### src/rtl/conv_out_requant.sv
// Requantises 32-bit conv accumulators to int8 (leaky ReLU, rounding shift, saturation) with row/frame tags.
// Latency: word sampled at edge N is written to the output FIFO at edge N+3, visible at the head the cycle after.
// Backpressure: none on the input; out_ready stalls the FIFO head, and words arriving at a full FIFO are dropped.

// Generic synchronous FIFO with first-word fall-through head and a registered almost-full flag.
// Latency: a pushed word reaches the head one cycle after its push edge (no bypass).
// Backpressure: a push while full is dropped unless a pop happens in the same cycle; drop pulses for it.
module fifo #(
    parameter int WIDTH  = 8,
    parameter int DEPTH  = 16,
    parameter int AF_LVL = DEPTH - 4
) (
    input  logic             clk,
    input  logic             rst,
    input  logic             push_vld,
    input  logic [WIDTH-1:0] push_dat,
    input  logic             pop_rdy,
    output logic             head_vld,
    output logic [WIDTH-1:0] head_dat,
    output logic             almost_full,
    output logic             drop
);
    localparam int AW = $clog2(DEPTH);

    logic [WIDTH-1:0] mem [DEPTH];
    logic [AW-1:0]    wr_ptr;
    logic [AW-1:0]    rd_ptr;
    logic [AW:0]      count;
    logic             full;
    logic             pop;
    logic             push;

    assign head_vld = (count != '0);
    assign full     = (count == (AW+1)'(DEPTH));
    assign pop      = head_vld && pop_rdy;
    // A pop in the same cycle frees the slot, so a full FIFO still accepts the push.
    assign push     = push_vld && (!full || pop);
    assign drop     = push_vld && full && !pop;
    assign head_dat = head_vld ? mem[rd_ptr] : '0;

    always_ff @(posedge clk) begin
        if (rst) begin
            wr_ptr      <= '0;
            rd_ptr      <= '0;
            count       <= '0;
            almost_full <= 1'b0;
        end else begin
            if (push)
                wr_ptr <= wr_ptr + 1'b1;
            if (pop)
                rd_ptr <= rd_ptr + 1'b1;
            case ({push, pop})
                2'b10:   count <= count + 1'b1;
                2'b01:   count <= count - 1'b1;
                default: count <= count;
            endcase
            almost_full <= (count >= (AW+1)'(AF_LVL));
        end
    end

    always_ff @(posedge clk) begin
        if (push)
            mem[wr_ptr] <= push_dat;
    end
endmodule

// Accumulator-to-int8 requantiser: S1 leaky ReLU, S2 rounding right shift, S3 saturate, then output FIFO.
// Latency: 3 register stages before the FIFO write; first-word fall-through at the FIFO head.
// Backpressure: input is never stalled; almost_full hints upstream, overflow is sticky once a word is lost.
module conv_out_requant #(
    parameter int OUT_W      = 8,
    parameter int OUT_H      = 8,
    parameter int FIFO_DEPTH = 16
) (
    input  logic               clk,
    input  logic               rst,
    input  logic               in_valid,
    input  logic signed [31:0] in_acc,
    input  logic [4:0]         shift,
    input  logic               leaky_en,
    output logic signed [7:0]  out_data,
    output logic               out_valid,
    input  logic               out_ready,
    output logic               out_eol,
    output logic               out_eof,
    output logic               almost_full,
    output logic               overflow
);
    localparam int CW = (OUT_W > 1) ? $clog2(OUT_W) : 1;
    localparam int RW = (OUT_H > 1) ? $clog2(OUT_H) : 1;

    logic [CW-1:0] col;
    logic [RW-1:0] row;
    logic          in_eol;
    logic          in_eof;

    assign in_eol = (col == CW'(OUT_W - 1));
    assign in_eof = in_eol && (row == RW'(OUT_H - 1));

    always_ff @(posedge clk) begin
        if (rst) begin
            col <= '0;
            row <= '0;
        end else if (in_valid) begin
            if (in_eol) begin
                col <= '0;
                row <= in_eof ? '0 : row + 1'b1;
            end else begin
                col <= col + 1'b1;
            end
        end
    end

    logic               s1_vld;
    logic signed [31:0] s1_v;
    logic [4:0]         s1_shift;
    logic               s1_eol;
    logic               s1_eof;

    always_ff @(posedge clk) begin
        if (rst) begin
            s1_vld   <= 1'b0;
            s1_v     <= '0;
            s1_shift <= '0;
            s1_eol   <= 1'b0;
            s1_eof   <= 1'b0;
        end else begin
            s1_vld   <= in_valid;
            s1_v     <= (leaky_en && in_acc < 0) ? (in_acc >>> 3) : in_acc;
            s1_shift <= shift;
            s1_eol   <= in_eol;
            s1_eof   <= in_eof;
        end
    end

    // One extra bit keeps v + half-LSB from wrapping for any 32-bit v and shift.
    logic signed [32:0] s2_ext;
    logic signed [32:0] s2_rnd;
    logic signed [32:0] s2_sum;

    assign s2_ext = {s1_v[31], s1_v};
    assign s2_rnd = (s1_shift != 5'd0) ? (33'sd1 <<< (s1_shift - 5'd1)) : 33'sd0;
    assign s2_sum = s2_ext + s2_rnd;

    logic               s2_vld;
    logic signed [32:0] s2_r;
    logic               s2_eol;
    logic               s2_eof;

    always_ff @(posedge clk) begin
        if (rst) begin
            s2_vld <= 1'b0;
            s2_r   <= '0;
            s2_eol <= 1'b0;
            s2_eof <= 1'b0;
        end else begin
            s2_vld <= s1_vld;
            s2_r   <= s2_sum >>> s1_shift;
            s2_eol <= s1_eol;
            s2_eof <= s1_eof;
        end
    end

    logic [7:0] s3_sat;

    always_comb begin
        s3_sat = s2_r[7:0];
        if (s2_r > 33'sd127)
            s3_sat = 8'h7f;
        else if (s2_r < -33'sd128)
            s3_sat = 8'h80;
    end

    logic       s3_vld;
    logic [9:0] s3_dat;

    always_ff @(posedge clk) begin
        if (rst) begin
            s3_vld <= 1'b0;
            s3_dat <= '0;
        end else begin
            s3_vld <= s2_vld;
            s3_dat <= {s2_eof, s2_eol, s3_sat};
        end
    end

    logic [9:0] head_dat;
    logic       fifo_drop;

    fifo #(
        .WIDTH  (10),
        .DEPTH  (FIFO_DEPTH),
        .AF_LVL (FIFO_DEPTH - 4)
    ) u_fifo (
        .clk         (clk),
        .rst         (rst),
        .push_vld    (s3_vld),
        .push_dat    (s3_dat),
        .pop_rdy     (out_ready),
        .head_vld    (out_valid),
        .head_dat    (head_dat),
        .almost_full (almost_full),
        .drop        (fifo_drop)
    );

    assign out_data = head_dat[7:0];
    assign out_eol  = head_dat[8];
    assign out_eof  = head_dat[9];

    always_ff @(posedge clk) begin
        if (rst)
            overflow <= 1'b0;
        else if (fifo_drop)
            overflow <= 1'b1;
    end
endmodule

### config.mk
export PLATFORM = sky130hd
export DESIGN_NAME = conv_out_requant
export DESIGN_NICKNAME = d
export VERILOG_FILES = /design/src/rtl/conv_out_requant.sv
export SDC_FILE = /design/constraint.sdc
export NUM_CORES = 1
export LEC_CHECK = 0
export CAP_MARGIN = 0
export CELL_PAD_IN_SITES_DETAIL_PLACEMENT = 0
export CELL_PAD_IN_SITES_GLOBAL_PLACEMENT = 2
export CORE_ASPECT_RATIO = 1.4
export CORE_UTILIZATION = 46
export CTS_BUF_LIST = sky130_fd_sc_hd__clkbuf_4
export CTS_CLUSTER_SIZE = 20
export DETAILED_ROUTE_END_ITERATION = 16
export PLACE_DENSITY = 0.95
export SYNTH_ARGS = -nofsm -noshare
export SYNTH_HDL_FRONTEND = slang
export SYNTH_SLANG_ARGS = --single-unit
### constraint.sdc
create_clock -name clk -period 10 [get_ports clk]
set_clock_uncertainty 0.2 [all_clocks]
set_input_delay 3 -clock clk [delete_from_list [all_inputs] [get_ports clk]]
set_output_delay 3 -clock clk [all_outputs]
set_load 0.005 [all_outputs]
met1.png
Supply wires on this layer in grey.
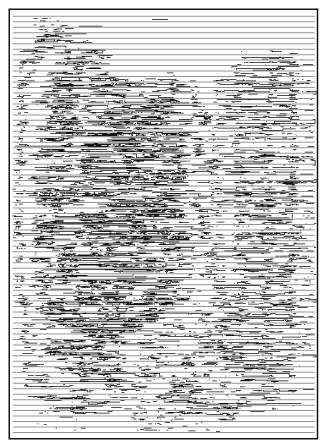
share of all routed wire	37%
wire length on this layer	14700 um
longest straight run	46.0 um

met2.png
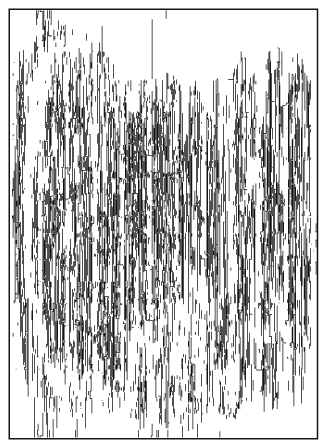
share of all routed wire	53%
wire length on this layer	21.4 mm
nets with wire on the layer	1262
main direction	vertical
longest straight run	77.5 um

met3.png
Bar = 50 um. Cells faint in the background.
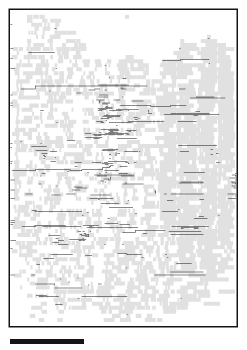
nets with wire on the layer	147
wire length on this layer	1740 um

==> flow_summary.ini <==
; implementation run metrics
[run_status]
status = finished with violations
violations = design-rule violations

[synth]
syn-num-nets = 1459
syn_inst = 1370
synth-area-yosys_um2 = 14600
syn_area_um2 = 14600
yosys.area.top_type = edfxtp_1
common_cells = edfxtp_1 (160), nand2_1 (152), nor2_1 (126)
async_flop_share = 0
ys_types = 96
edf_count = 160

[cts]
cts_tree = done
cts-resized-gates = 0
clk-insertion-delay-late_ps = 760
post_cts_buffers = 0

[placed_design]
port_buffers = 54
place_congestion = 0.954
dp_hpwl_um = 28800

[power]
power_density_nw_per_um2 = 167
leakage_uw = 0.00589

[timing]
hold_viol = 0
post-route-period-util = 0.665
worst_slack_ps = 3350
slew_headroom = 0.249
tightest_slew_ps = 1130
rsz0062_at_grt = no

[critical_path]
path_cells = buf_4, mux4_2, mux4_2, nor2b_1, clkdlybuf4s50_1
critPathKind = reg -> out
crit_fanout = 40
worstSetupEndpointType = primary output
startpoint_type = flop
critPathMostFrequentCell = mux4_2
cp_slowest_cell = mux4_2
arrival_ps = 3450
worstPathRequired_ps = 6800

[cells_and_area]
final_layout_size_suffix_gt1_frac = 0.139
final_area_um2 = 16200

[min_path]
min_path_type = reg -> reg

[floorplanning]
die_h_um = 213
num_rows = 76
die_area_um2 = 32400
die_w_um = 152
initCoreUtil = 0.470

[routing]
via_count = 11201
route.detailed.drc = 4
antenna_left = 0

[global_route]
grt_max_degree = 47
grt_pass1_vias = 11254
gr-total-overflow = 0

[flow_run]
drv_cap = 0
[cells by family (layout without fill, tap and decap cells)]
| group | after synthesis | in the layout | synth area share |
|---|---|---|---|
| xor gates and xnor gates | 38 | 38 | 0.0239 |
| AOI/OAI and AO/OA | 359 | 359 | 0.168 |
| other | 1 | 3 | 0.000257 |
| muxes | 84 | 84 | 0.104 |
| DFF | 272 | 272 | 0.484 |
| adders and majority gates | 47 | 47 | 0.0414 |
| buffers and inverters | 113 | 206 | 0.0314 |
| and+or+nand+nor | 456 | 456 | 0.148 |
[where the power goes]
part	total [uW]	switching, uW	internal, uW
logic	564	302	262
registers	1250	29.4	1220
clock network	875	432	443
total	2690	764	1930
[registers in the layout, summed over array words and instances (netlist names), named ones only]
name                flops
s1_eof                  1
s2_eof                  1
row                     3
s1_eol                  1
u_fifo.count            5
s1_shift                5
overflow                1
s2_eol                  1
s2_vld                  1
u_fifo.almost_full      1
s1_vld                  1
s2_r                   33
s3_vld                  1
u_fifo.rd_ptr           4
col                     3
s3_dat                 10
s1_v                   32
u_fifo.mem            160
u_fifo.wr_ptr           4
[final cells by class]
class	count	share of cell area
tap	390	0.0302
timing repair buffer	69	0.0403
antenna	2	0.000310
inverter	21	0.00488
multi-input combinational	985	0.438
clock buffer	90	0.0418
clock inverter	26	0.00867
sequential	272	0.436
[worst max-delay path, delay by kind of cell (launching register included)]
family | cells | cell delay (ps)
DFF | 1 | 310
and+or+nand+nor | 1 | 160
buffers and inverters | 2 | 1080
muxes | 2 | 1120
[layer usage]
metal,vias up,wire [um],GRT usage
met4,0,2220,0.147
li1,5285,-,-
met1,5393,14700,0.260
met5,-,0,0
met3,144,1740,0.0395
met2,379,21400,0.482
[placed cells by master, fill, tap and decap left out, types with 7 or more instances in the layout]
master / Yosys / layout
a211oi_1: 14 / 14
a21o_1: 19 / 19
a21oi_1: 110 / 110
a31oi_1: 13 / 13
and2_1: 26 / 26
buf_4: 1 / 16
clkbuf_4: 0 / 90
clkdlybuf4s50_1: 0 / 53
clkinv_1: 2 / 20
dfxtp_1: 112 / 111
edfxtp_1: 160 / 160
ha_1: 45 / 45
inv_1: 19 / 19
mux2i_1: 23 / 23
mux4_2: 51 / 51
nand2_1: 152 / 152
nand3_1: 20 / 20
nand4_1: 19 / 19
nor2_1: 126 / 126
nor2b_1: 28 / 28
nor3_1: 21 / 21
nor4_1: 13 / 13
o211ai_1: 16 / 16
o21a_1: 15 / 15
o21ai_0: 56 / 56
o221ai_1: 7 / 7
o22ai_1: 11 / 11
o31ai_1: 9 / 9
or3_1: 14 / 14
xnor2_1: 16 / 16
xor2_1: 20 / 20
[metrics by stage]
| step | cells | total power (uW) | util |
|---|---|---|---|
| finish | 1855 | 2690 | 0.521 |
| global route | 1854 | 2830 | 0.521 |
| global placement | 1737 | 1840 | 0.495 |
| floorplan | 1370 | 1660 | - |
| detailed placement | 1737 | 1850 | 0.495 |
| CTS | 1853 | 2720 | 0.521 |
[worst paths after layout]
check / from / end / slack [ps]
setup / recovery: flop / out_data[6] / 3350
hold / removal: s1_vld / s2_vld / 240
setup reg to reg: s1_shift[2] / s2_r[6] / 4250
hold reg to reg: s1_vld / s2_vld / 240
No activity file was given, so power comes from the tool's default toggle rates.
